Fig. 1: run 1, cell placement
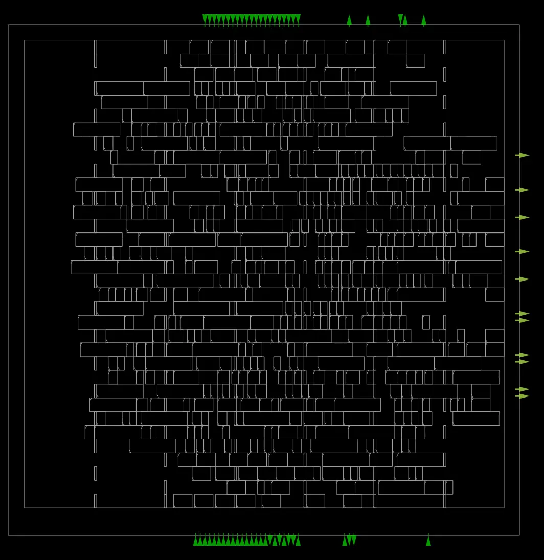
Fig. 2: run 1, wiring heat map
The die is cut into 20 by 20 equal tiles; black is low, pale yellow is high, scaled to the fullest tile. Values are wire area over tile area, all layers added.
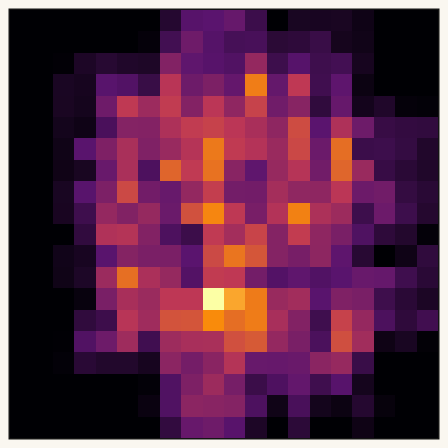
Fig. 3: run 1, metal 3
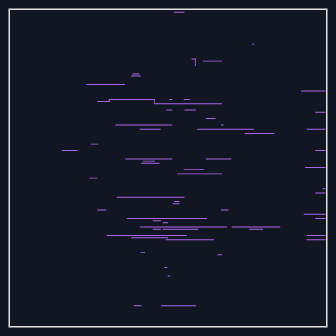
<file path="config.mk">
export PLATFORM = sky130hd
export DESIGN_NAME = dpcm_dc_sched
export DESIGN_NICKNAME = d
export VERILOG_FILES = /design/src/rtl/epu_dpcm_pkg.sv /design/src/rtl/dpcm_pred_bank.sv /design/src/rtl/dpcm_dc_sched.sv
export SDC_FILE = /design/constraint.sdc
export NUM_CORES = 1
export LEC_CHECK = 0
export ABC_AREA = 1
export CORE_MARGIN = 3
export CORE_UTILIZATION = 40
export CTS_CLUSTER_DIAMETER = 80
export DETAILED_ROUTE_END_ITERATION = 16
export PLACE_DENSITY = 0.69
export SLEW_MARGIN = 20
export SYNTH_ARGS = -nofsm -noshare
export SYNTH_HDL_FRONTEND = slang
export SYNTH_SLANG_ARGS = --single-unit
</file>
<file path="constraint.sdc">
create_clock -name clk -period 4 [get_ports clk]
set_input_delay 0.6 -clock clk [delete_from_list [all_inputs] [get_ports clk]]
set_output_delay 0.6 -clock clk [all_outputs]
set_load 0.05 [all_outputs]
</file>
<file path="src/rtl/epu_dpcm_pkg.sv">
// epu_dpcm_pkg: shared component tags, scheduler states and DC value types.
package epu_dpcm_pkg;
    localparam int DC_W = 12;
    localparam logic [1:0] MODE_Y = 2'b01;
    localparam logic [1:0] MODE_CR = 2'b10;
    localparam logic [1:0] MODE_CB = 2'b11;
    typedef enum logic [1:0] {IDLE, RUN_Y, RUN_CB, RUN_CR} sched_state_t;
    typedef logic signed [DC_W-1:0] dc_t;
    typedef logic signed [DC_W:0] dc_diff_t;
endpackage

</file>
<file path="src/rtl/dpcm_pred_bank.sv">
// dpcm_pred_bank: three per-component DC predictors and the shared subtractor.
module dpcm_pred_bank #(
    parameter int DW = 12
) (
    input  logic          clk,
    input  logic          rst,
    input  logic [1:0]    sel,
    input  logic [DW-1:0] dc,
    input  logic          upd,
    input  logic          clr,
    output logic [DW:0]   diff
);
    logic [DW-1:0] pred [3];
    logic [DW-1:0] cur;
    assign cur = sel == 2'd0 ? pred[0] : sel == 2'd1 ? pred[1] : pred[2];
    assign diff = {dc[DW-1], dc} - {cur[DW-1], cur};
    // clear wins over update so a restart on a Cr accept leaves all zero
    always_ff @(posedge clk or posedge rst) begin
        if (rst) begin
            for (int i = 0; i < 3; i++) pred[i] <= '0;
        end else begin
            for (int i = 0; i < 3; i++)
                if (clr) pred[i] <= '0;
                else if (upd && sel == 2'(i)) pred[i] <= dc;
        end
    end
endmodule

</file>
<file path="src/rtl/dpcm_dc_sched.sv">
// dpcm_dc_sched: MCU-ordered Y/Cb/Cr DC scheduler feeding one DPCM datapath.
// Optional DPCM_RESTART_EN adds periodic predictor restarts and rst_marker.
module dpcm_dc_sched
    import epu_dpcm_pkg::*;
#(
    parameter int DW = 12,
    parameter int Y_PER_MCU = 4,
    parameter int NUM_MCU = 64
`ifdef DPCM_RESTART_EN
    ,
    parameter int RST_INTERVAL = 8
`endif
) (
    input  logic          clk,
    input  logic          rst,
    input  logic          start,
    input  logic [DW-1:0] y_dc,
    input  logic          y_valid,
    output logic          y_ready,
    input  logic [DW-1:0] cb_dc,
    input  logic          cb_valid,
    output logic          cb_ready,
    input  logic [DW-1:0] cr_dc,
    input  logic          cr_valid,
    output logic          cr_ready,
    output logic [DW:0]   dpcm_out,
    output logic [1:0]    dpcm_mode,
    output logic          dpcm_valid,
    input  logic          dpcm_ready,
    output logic          dpcm_last,
    output logic          busy
`ifdef DPCM_RESTART_EN
    ,
    output logic          rst_marker
`endif
);
    localparam int YW = Y_PER_MCU > 1 ? $clog2(Y_PER_MCU) : 1;
    localparam int MW = NUM_MCU > 1 ? $clog2(NUM_MCU) : 1;

    sched_state_t state, state_nx;
    logic [YW-1:0] y_cnt;
    logic [MW-1:0] mcu_cnt;
    logic room, acc, go, last_mcu, y_done, restart;
    logic [1:0] sel, tag;
    logic [DW-1:0] dc;
    logic [DW:0] diff;

    // the output register can take new data when empty or draining this cycle
    assign room = !dpcm_valid || dpcm_ready;
    assign y_ready = state == RUN_Y && room;
    assign cb_ready = state == RUN_CB && room;
    assign cr_ready = state == RUN_CR && room;
    assign acc = (y_ready && y_valid) || (cb_ready && cb_valid) || (cr_ready && cr_valid);
    assign go = state == IDLE && start;
    assign last_mcu = mcu_cnt == MW'(NUM_MCU - 1);
    assign y_done = y_cnt == YW'(Y_PER_MCU - 1);
    assign sel = state == RUN_CB ? 2'd1 : state == RUN_CR ? 2'd2 : 2'd0;
    assign tag = state == RUN_CB ? MODE_CB : state == RUN_CR ? MODE_CR : MODE_Y;
    assign dc = state == RUN_CB ? cb_dc : state == RUN_CR ? cr_dc : y_dc;
    assign busy = state != IDLE;
`ifdef DPCM_RESTART_EN
    assign restart = state == RUN_CR && acc && !last_mcu
                     && ((int'(mcu_cnt) + 1) % RST_INTERVAL) == 0;
`else
    assign restart = 1'b0;
`endif

    dpcm_pred_bank #(.DW(DW)) u_pred (
        .clk(clk),
        .rst(rst),
        .sel(sel),
        .dc(dc),
        .upd(acc),
        .clr(go || restart),
        .diff(diff)
    );

    always_ff @(posedge clk or posedge rst) begin
        if (rst) state <= IDLE;
        else state <= state_nx;
    end

    always_comb begin
        state_nx = state;
        case (state)
            IDLE:    state_nx = start ? RUN_Y : IDLE;
            RUN_Y:   state_nx = acc && y_done ? RUN_CB : RUN_Y;
            RUN_CB:  state_nx = acc ? RUN_CR : RUN_CB;
            RUN_CR:  state_nx = acc ? (last_mcu ? IDLE : RUN_Y) : RUN_CR;
            default: state_nx = IDLE;
        endcase
    end

    always_ff @(posedge clk or posedge rst) begin
        if (rst) begin
            y_cnt <= '0;
            mcu_cnt <= '0;
        end else if (go) begin
            y_cnt <= '0;
            mcu_cnt <= '0;
        end else if (acc) begin
            if (state == RUN_Y) y_cnt <= y_done ? '0 : y_cnt + 1'b1;
            if (state == RUN_CR) mcu_cnt <= mcu_cnt + 1'b1;
        end
    end

    always_ff @(posedge clk or posedge rst) begin
        if (rst) begin
            dpcm_out <= '0;
            dpcm_mode <= '0;
            dpcm_valid <= 1'b0;
            dpcm_last <= 1'b0;
`ifdef DPCM_RESTART_EN
            rst_marker <= 1'b0;
`endif
        end else if (acc) begin
            dpcm_out <= diff;
            dpcm_mode <= tag;
            dpcm_valid <= 1'b1;
            dpcm_last <= state == RUN_CR && last_mcu;
`ifdef DPCM_RESTART_EN
            rst_marker <= restart;
`endif
        end else if (dpcm_ready) begin
            dpcm_valid <= 1'b0;
        end
    end
endmodule

</file>
==> flow_summary.ini, run 1 <==
; synthesis and place-and-route metrics
[final_timing]
fin_crit_ns = 3.09
relSlewSlack_pct = 61.4
setup_viol = 0
timing.final.max_slew_violations = 0
post-route-period-util_pct = 77.1
fin_worst_skew_ns = 0.00685

[drt]
wl_per_cell_um = 14.2
wirelength_um = 9230
drtIter0Drc = 169

[hold_path]
hold_depth = 2
min_from = dpcm_out[7]$_DFFE_PP0P_
hold_end = dpcm_out[7]$_DFFE_PP0P_

[finish]
area_delta_synth_final_pct = 25.8
final_util_pct = 51.8
nets = 597
top_register = u_pred.pred
nNonClkBuffers = 64
num-multi-input-gates = 355
flop-count = 63
stdcell_area_sq_um = 4540

[logic_synthesis]
avgSynthCellArea_sq_um = 7.54
synthAdderAreaFrac_pct = 5.41
topCellsByArea = dfrtp_1 (44%), nand2_1 (18%), ha_1 (4.9%), o21ai_1 (4.6%), nand3_1 (4.0%)
syn_inst = 479
synth-async-reset-ratio_pct = 100
top_cell = nand2_1

[cts]
path_clk_slew_ns = 0.07
cts_resized = 0
numCtsBuffers = 9
insertion_delay_ns = 0.35
clk_path_buf_depth = 2

[critical_path]
path_depth = 3
start_kind = flop
endpoint_kind = output pin
timing.critical_path.to = cr_ready
slowest_delay_ns = 0.84
rr_worst_depth = 13
critPathLaunch = state[1]$_DFF_PP0_

[placement]
hpwl_um = 7000
placedInstanceArea_sq_um = 4300
dp_slack_ns = 1.03
globalplace.congestion = 0.836

[pwr]
p_leak_nw = 2.23

[grt]
grt-ovfl-total = 0
grt_max_degree = 45
grt_pass1_wl_um = 15400

[status]
status = complete, no violations
## Picture notes: Fig. 1
flop share of the area: 34.7%
Core Box Area: 8760 sq um

## Picture notes: Fig. 2
nearly empty tiles: 26%
emptiest ninth of the die: lower left
densest ninth of the die: centre

## Picture notes: Fig. 3
main direction: horizontal
longest straight run: 27.6 um
share of all routed wire: 4.7%
nets with wire on the layer: 44

run 1: layer usage:
metal	up-vias	track usage (%)	share of wire [%]
met5	-	0	0
met4	0	10.6	3.7
met3	23	4.01	4.7
met2	90	30.1	48
met1	1550	24.4	44
li1	1681	-	-
run 1: worst reg2reg max path, stage by stage, from the launching register on:
cell,delay [ns]
dfrtp_1,0.71
nand2_2,0.34
inv_2,0.35
nand2_1,0.09
nand3_1,0.13
inv_1,0.06
ha_1,0.22
fa_1,0.44
nor2_1,0.13
nor2_1,0.09
nor2_1,0.13
o21ai_0,0.09
nand3b_1,0.10
nand2_1,0.06
run 1: power breakdown:
part           leakage, nW  internal (mW)  switching [mW]
logic                 1.32          0.945            1.73
clock network        0.122          0.429           0.258
registers            0.792          0.909           0.164
total                 2.23           2.28            2.15
Fig. 4: run 1, register map, names as in the netlist
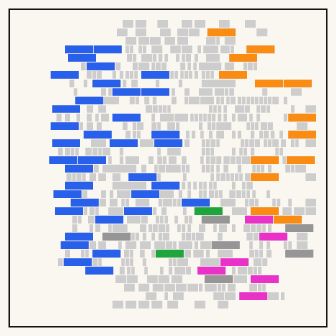

==> inputs of run 2 (changes only) <==
==> constraint.sdc (replaced) <==
create_clock -name clk -period 3 [get_ports clk]
set_input_delay 0.45 -clock clk [delete_from_list [all_inputs] [get_ports clk]]
set_output_delay 0.45 -clock clk [all_outputs]
set_load 0.05 [all_outputs]
Fig. 5: run 2, register map, names as in the netlist
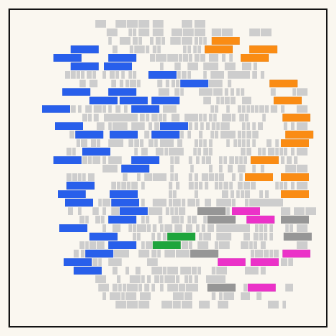
| colour | netlist name | placed flops |
|---|---|---|
| magenta | mcu_cnt | 6 |
| orange | dpcm_out | 13 |
| blue | u_pred.pred | 36 |
| green | y_cnt | 2 |

Fig. 6: run 2, metal 3
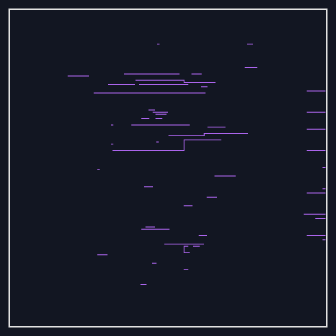
Total Routed Length: 9270 um
GR Util met3: 1.87%
Vias: 3,335

Fig. 7: run 2, I/O nets highlighted
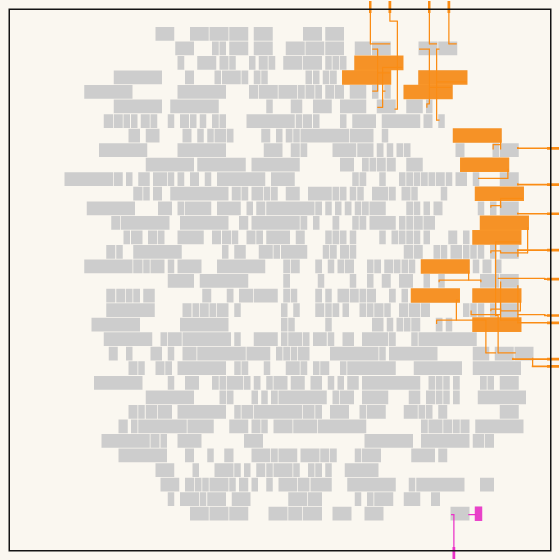
| colour | port | direction | edge | end cells | buffers | wire |
|---|---|---|---|---|---|---|
| orange | dpcm_out | output | 9 right, 4 top | 13 | 13 | 289 um |
| magenta | rst | input | bottom | 1 | 1 | 8.10 um |

==> run 2 against run 1 <==
  * Sequential power rose by 32%
  * Register-to-register slack got worse by 0.40 ns
  * Synthesized area did not move
  * Final cell count rose by 0.61%
  * Count of clock-buffer cells in the layout fell by 1
  * Worst hold slack improved by 0.0038 ns
  * Via count fell by 0.27%
  * Flip-flop count did not move
  * Non-clock buffer count rose by 4
  * Critical path depth rose by 1
  * Largest power group unchanged
==> flow_summary.ini, run 2 <==
; synthesis and place-and-route metrics
[placement]
dp_slack_ns = 0.442
globalplace.congestion = 0.839
io_buffer_count = 63
hpwl_um = 6810
placedInstanceArea_sq_um = 4320

[logic_synthesis]
avgSynthCellArea_sq_um = 7.54
syn_inst = 479
synthAdderAreaFrac_pct = 5.41
fp_nets = 537
synth-async-reset-ratio_pct = 100
synth_flops = 63
top_cell = nand2_1
topCellsByArea = dfrtp_1 (44%), nand2_1 (18%), ha_1 (4.9%), o21ai_1 (4.6%), nand3_1 (4.0%)
ys.flop_type = dfrtp_1
ys_sh_simple_pct = 30.1

[critical_path]
worstSetupPathType = flop to output pin
start_kind = flop
timing.critical_path.to = cb_ready
rr_worst_depth = 15
critPathLaunch = state[1]$_DFF_PP0_
endpoint_kind = output pin
worstPathMaxFanout = 13
critPathArrivalTime_ns = 2.17

[pwr]
p_leak_nw = 2.24
p_total_mw = 5.92
p_sw_share_pct = 48.7
pwr-share-clk_pct = 15.3
p_seq_mw = 1.41
p_comb_mw = 3.60
pwr-share-seq_pct = 23.8
maxPowerGroup = combinational cells
power.internal_mw = 3.04
p_clk_uw = 906
switchingPower_mw = 2.88
combPwrFrac_pct = 60.9

[finish]
post_layout_nonfiller_instances = 656
lay_top_count = nand2_1
top_register = u_pred.pred
area_delta_synth_final_pct = 26.5
nets = 601
stdcell_area_sq_um = 4570
final_util_pct = 52.1

[grt]
grt-ovfl-total = 0
grt_util_met1_pct = 26.9
grt_busiest_layer = met2
gr-usage-met2_pct = 30.2
grt_pass1_vias = 3163
grt_pass1_wl_um = 15600
grt_max_degree = 64

[die]
core-area_sq_um = 8760
die_w_um = 101
fp_util_pct = 41.2

[cts]
numCtsBuffers = 9
path_clk_slew_ns = 0.08
cts_resized = 0
insertion_delay_ns = 0.34
clk_path_buf_depth = 2

[drt]
ant_nets = 0
drtIter0Drc = 238
wl_per_cell_um = 14.1

[final_timing]
timing.final.max_slew_violations = 0
fin_crit_ns = 2.62
fmax_mhz = 382
tightest_slew_ns = 0.796
fin_worst_skew_ns = 0.0107
relSlewSlack_pct = 47.0
setup_viol = 0
post-route-period-util_pct = 87.3

[status]
status = complete, no violations

[hold_path]
hold_depth = 2
min_from = dpcm_out[9]$_DFFE_PP0P_
hold_end = dpcm_out[9]$_DFFE_PP0P_

[run]
tool_warnings = 26
## run 2: final cells by class
cell class	count	area [sq um]	share of cell area (%)
Clock buffer	9	124	2.71
Sequential cell	63	1580	34.5
Timing Repair Buffer	68	663	14.5
Clock inverter	7	121	2.66
Tap cell	108	135	2.96
Inverter	46	175	3.84
Multi-Input combinational cell	355	1770	38.8
## run 2: critical path: stages (launching register included)
cell             delay, ns
dfrtp_1               0.56
nand2_2               0.11
buf_4                 0.21
nor2_2                0.13
clkdlybuf4s50_1       0.81
## run 2: per-layer routing
| metal | vias up | routed length [um] |
|---|---|---|
| met5 | - | 0 |
| met4 | 0 | 241 |
| met3 | 19 | 321 |
| met2 | 74 | 4470 |
| met1 | 1563 | 4230 |
| li1 | 1679 | - |
Fig. 8: run 2, cell placement
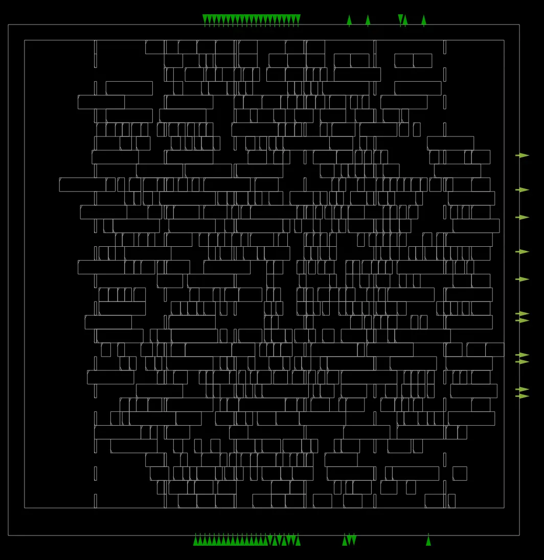

==> inputs of run 3 (changes only) <==
--- a/config.mk
+++ b/config.mk
@@ -6,11 +6,12 @@
 export NUM_CORES = 1
 export LEC_CHECK = 0
 export ABC_AREA = 1
+export CORE_ASPECT_RATIO = 2
 export CORE_MARGIN = 3
-export CORE_UTILIZATION = 40
+export CORE_UTILIZATION = 30
 export CTS_CLUSTER_DIAMETER = 80
 export DETAILED_ROUTE_END_ITERATION = 16
-export PLACE_DENSITY = 0.69
+export PLACE_DENSITY = 0.56
 export SLEW_MARGIN = 20
 export SYNTH_ARGS = -nofsm -noshare
 export SYNTH_HDL_FRONTEND = slang
Fig. 9: run 3, cell placement
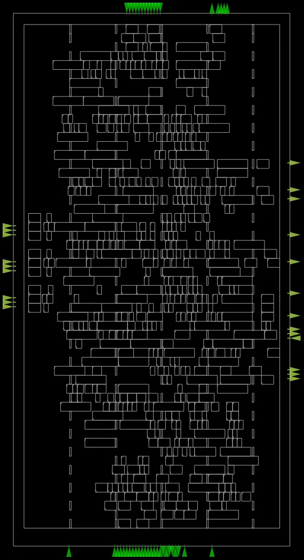
flop share of the area: 33.4%
Cell Count, Final, Fillers Out: 695
utilization after layout: 40.1%
standard-cell rows: 56

Fig. 10: run 3, I/O nets highlighted
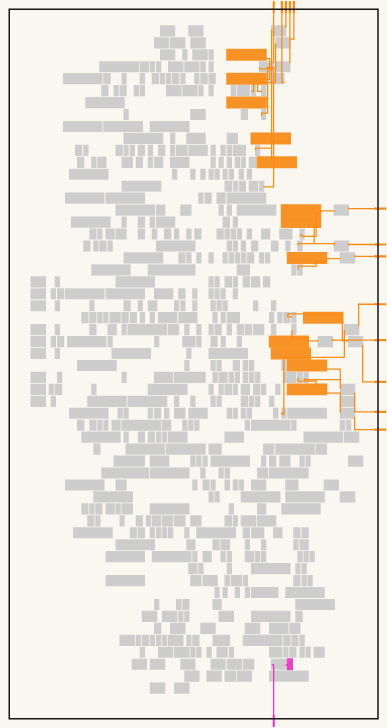
| colour | port | direction | edge | end cells | buffers | wire |
|---|---|---|---|---|---|---|
| orange | dpcm_out | output | 8 right, 5 top | 13 | 13 | 368 um |
| magenta | rst | input | bottom | 1 | 1 | 12.7 um |

Fig. 11: run 3, wiring heat map
The die is cut into 17 by 32 equal tiles; black is low, pale yellow is high, scaled to the fullest tile. Values are wire area over tile area, all layers added.
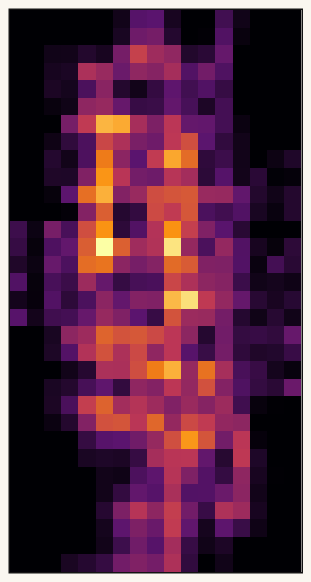
Vias: 3,386
Total Routed Length: 10,400 um

==> run 3 against run 2 <==
  * Count of clock-buffer cells in the layout unchanged
  * Sequential share of layout area is 1.1 points lower
  * Final cell count grew 5.9%
  * Worst hold slack got worse by 0.027 ns
  * Sequential power about the same
  * Critical path depth decreased by 1
  * Synthesized cell count did not move
  * Flip-flop count unchanged
  * Largest cell class unchanged
  * Critical endpoint is now busy
==> flow_summary.ini, run 3 <==
; synthesis and place-and-route metrics
[run]
tool_warnings = 26

[finish]
lay_top_count = nand2_1
stdcell_area_sq_um = 4720
top_register = u_pred.pred
nets = 603

[critical_path]
path_depth = 3
crit_path_cell_trace = inv_2 -> nand2_2 -> clkdlybuf4s50_1
start_kind = flop
critPathLaunch = state[1]$_DFF_PP0_
timing.critical_path.to = busy
worstPathMaxFanout = 15
slowest_delay_ns = 0.82
critPathSlowestCell = clkdlybuf4s50_1

[drt]
wl_per_cell_um = 15.0
met2WireLength_um = 5860
wl_met3_um = 364
drtIter0Drc = 150
highest_layer = met4

[pwr]
pwr-share-seq_pct = 22.6
p_comb_mw = 3.75
switchingPower_mw = 3.04
p_leak_nw = 2.30
p_clk_mw = 1.12
p_total_mw = 6.28

[grt]
grt_busiest_layer = met2
grt_pass1_vias = 3373
grt.met3_usage_pct = 2.30
grt_max_degree = 29
grt_util_met1_pct = 16.4
gr-usage-met2_pct = 30.2

[logic_synthesis]
fp_nets = 537
synth_flops = 63
top_cell = nand2_1
synth-async-reset-ratio_pct = 100

[final_timing]
fmax_mhz = 401
fin_crit_ns = 2.50
tightest_slew_ns = 0.499
timing.final.max_slew_violations = 0

[cts]
insertion_delay_ns = 0.34
clk_path_buf_depth = 2

[die]
die_w_um = 83.6
fp_util_pct = 30.7

[status]
status = complete, no violations
[run 3: final cells by class]
type                       count  area (sq um)
sequential                    63          1580
clock buffer                   9           225
inverter                      46           175
fill                        1237          7060
clock inverter                 7          97.6
timing repair buffer          70           688
multi-input combinational    355          1770
tap                          145           181
[run 3: worst reg2reg max path, stage by stage, from the launching register on]
cell and delay, ns:
dfrtp_1 0.49, nand2_2 0.10, inv_2 0.28, nand2_1 0.09, nand3_1 0.12, inv_1 0.05, ha_1 0.22, fa_1 0.43
nor2_1 0.13, nor2_1 0.08, nor2_1 0.13, o21ai_0 0.09, nand3b_1 0.09, nand2_1 0.05
Power figures rest on the tool's default switching activity, not on a simulated workload.
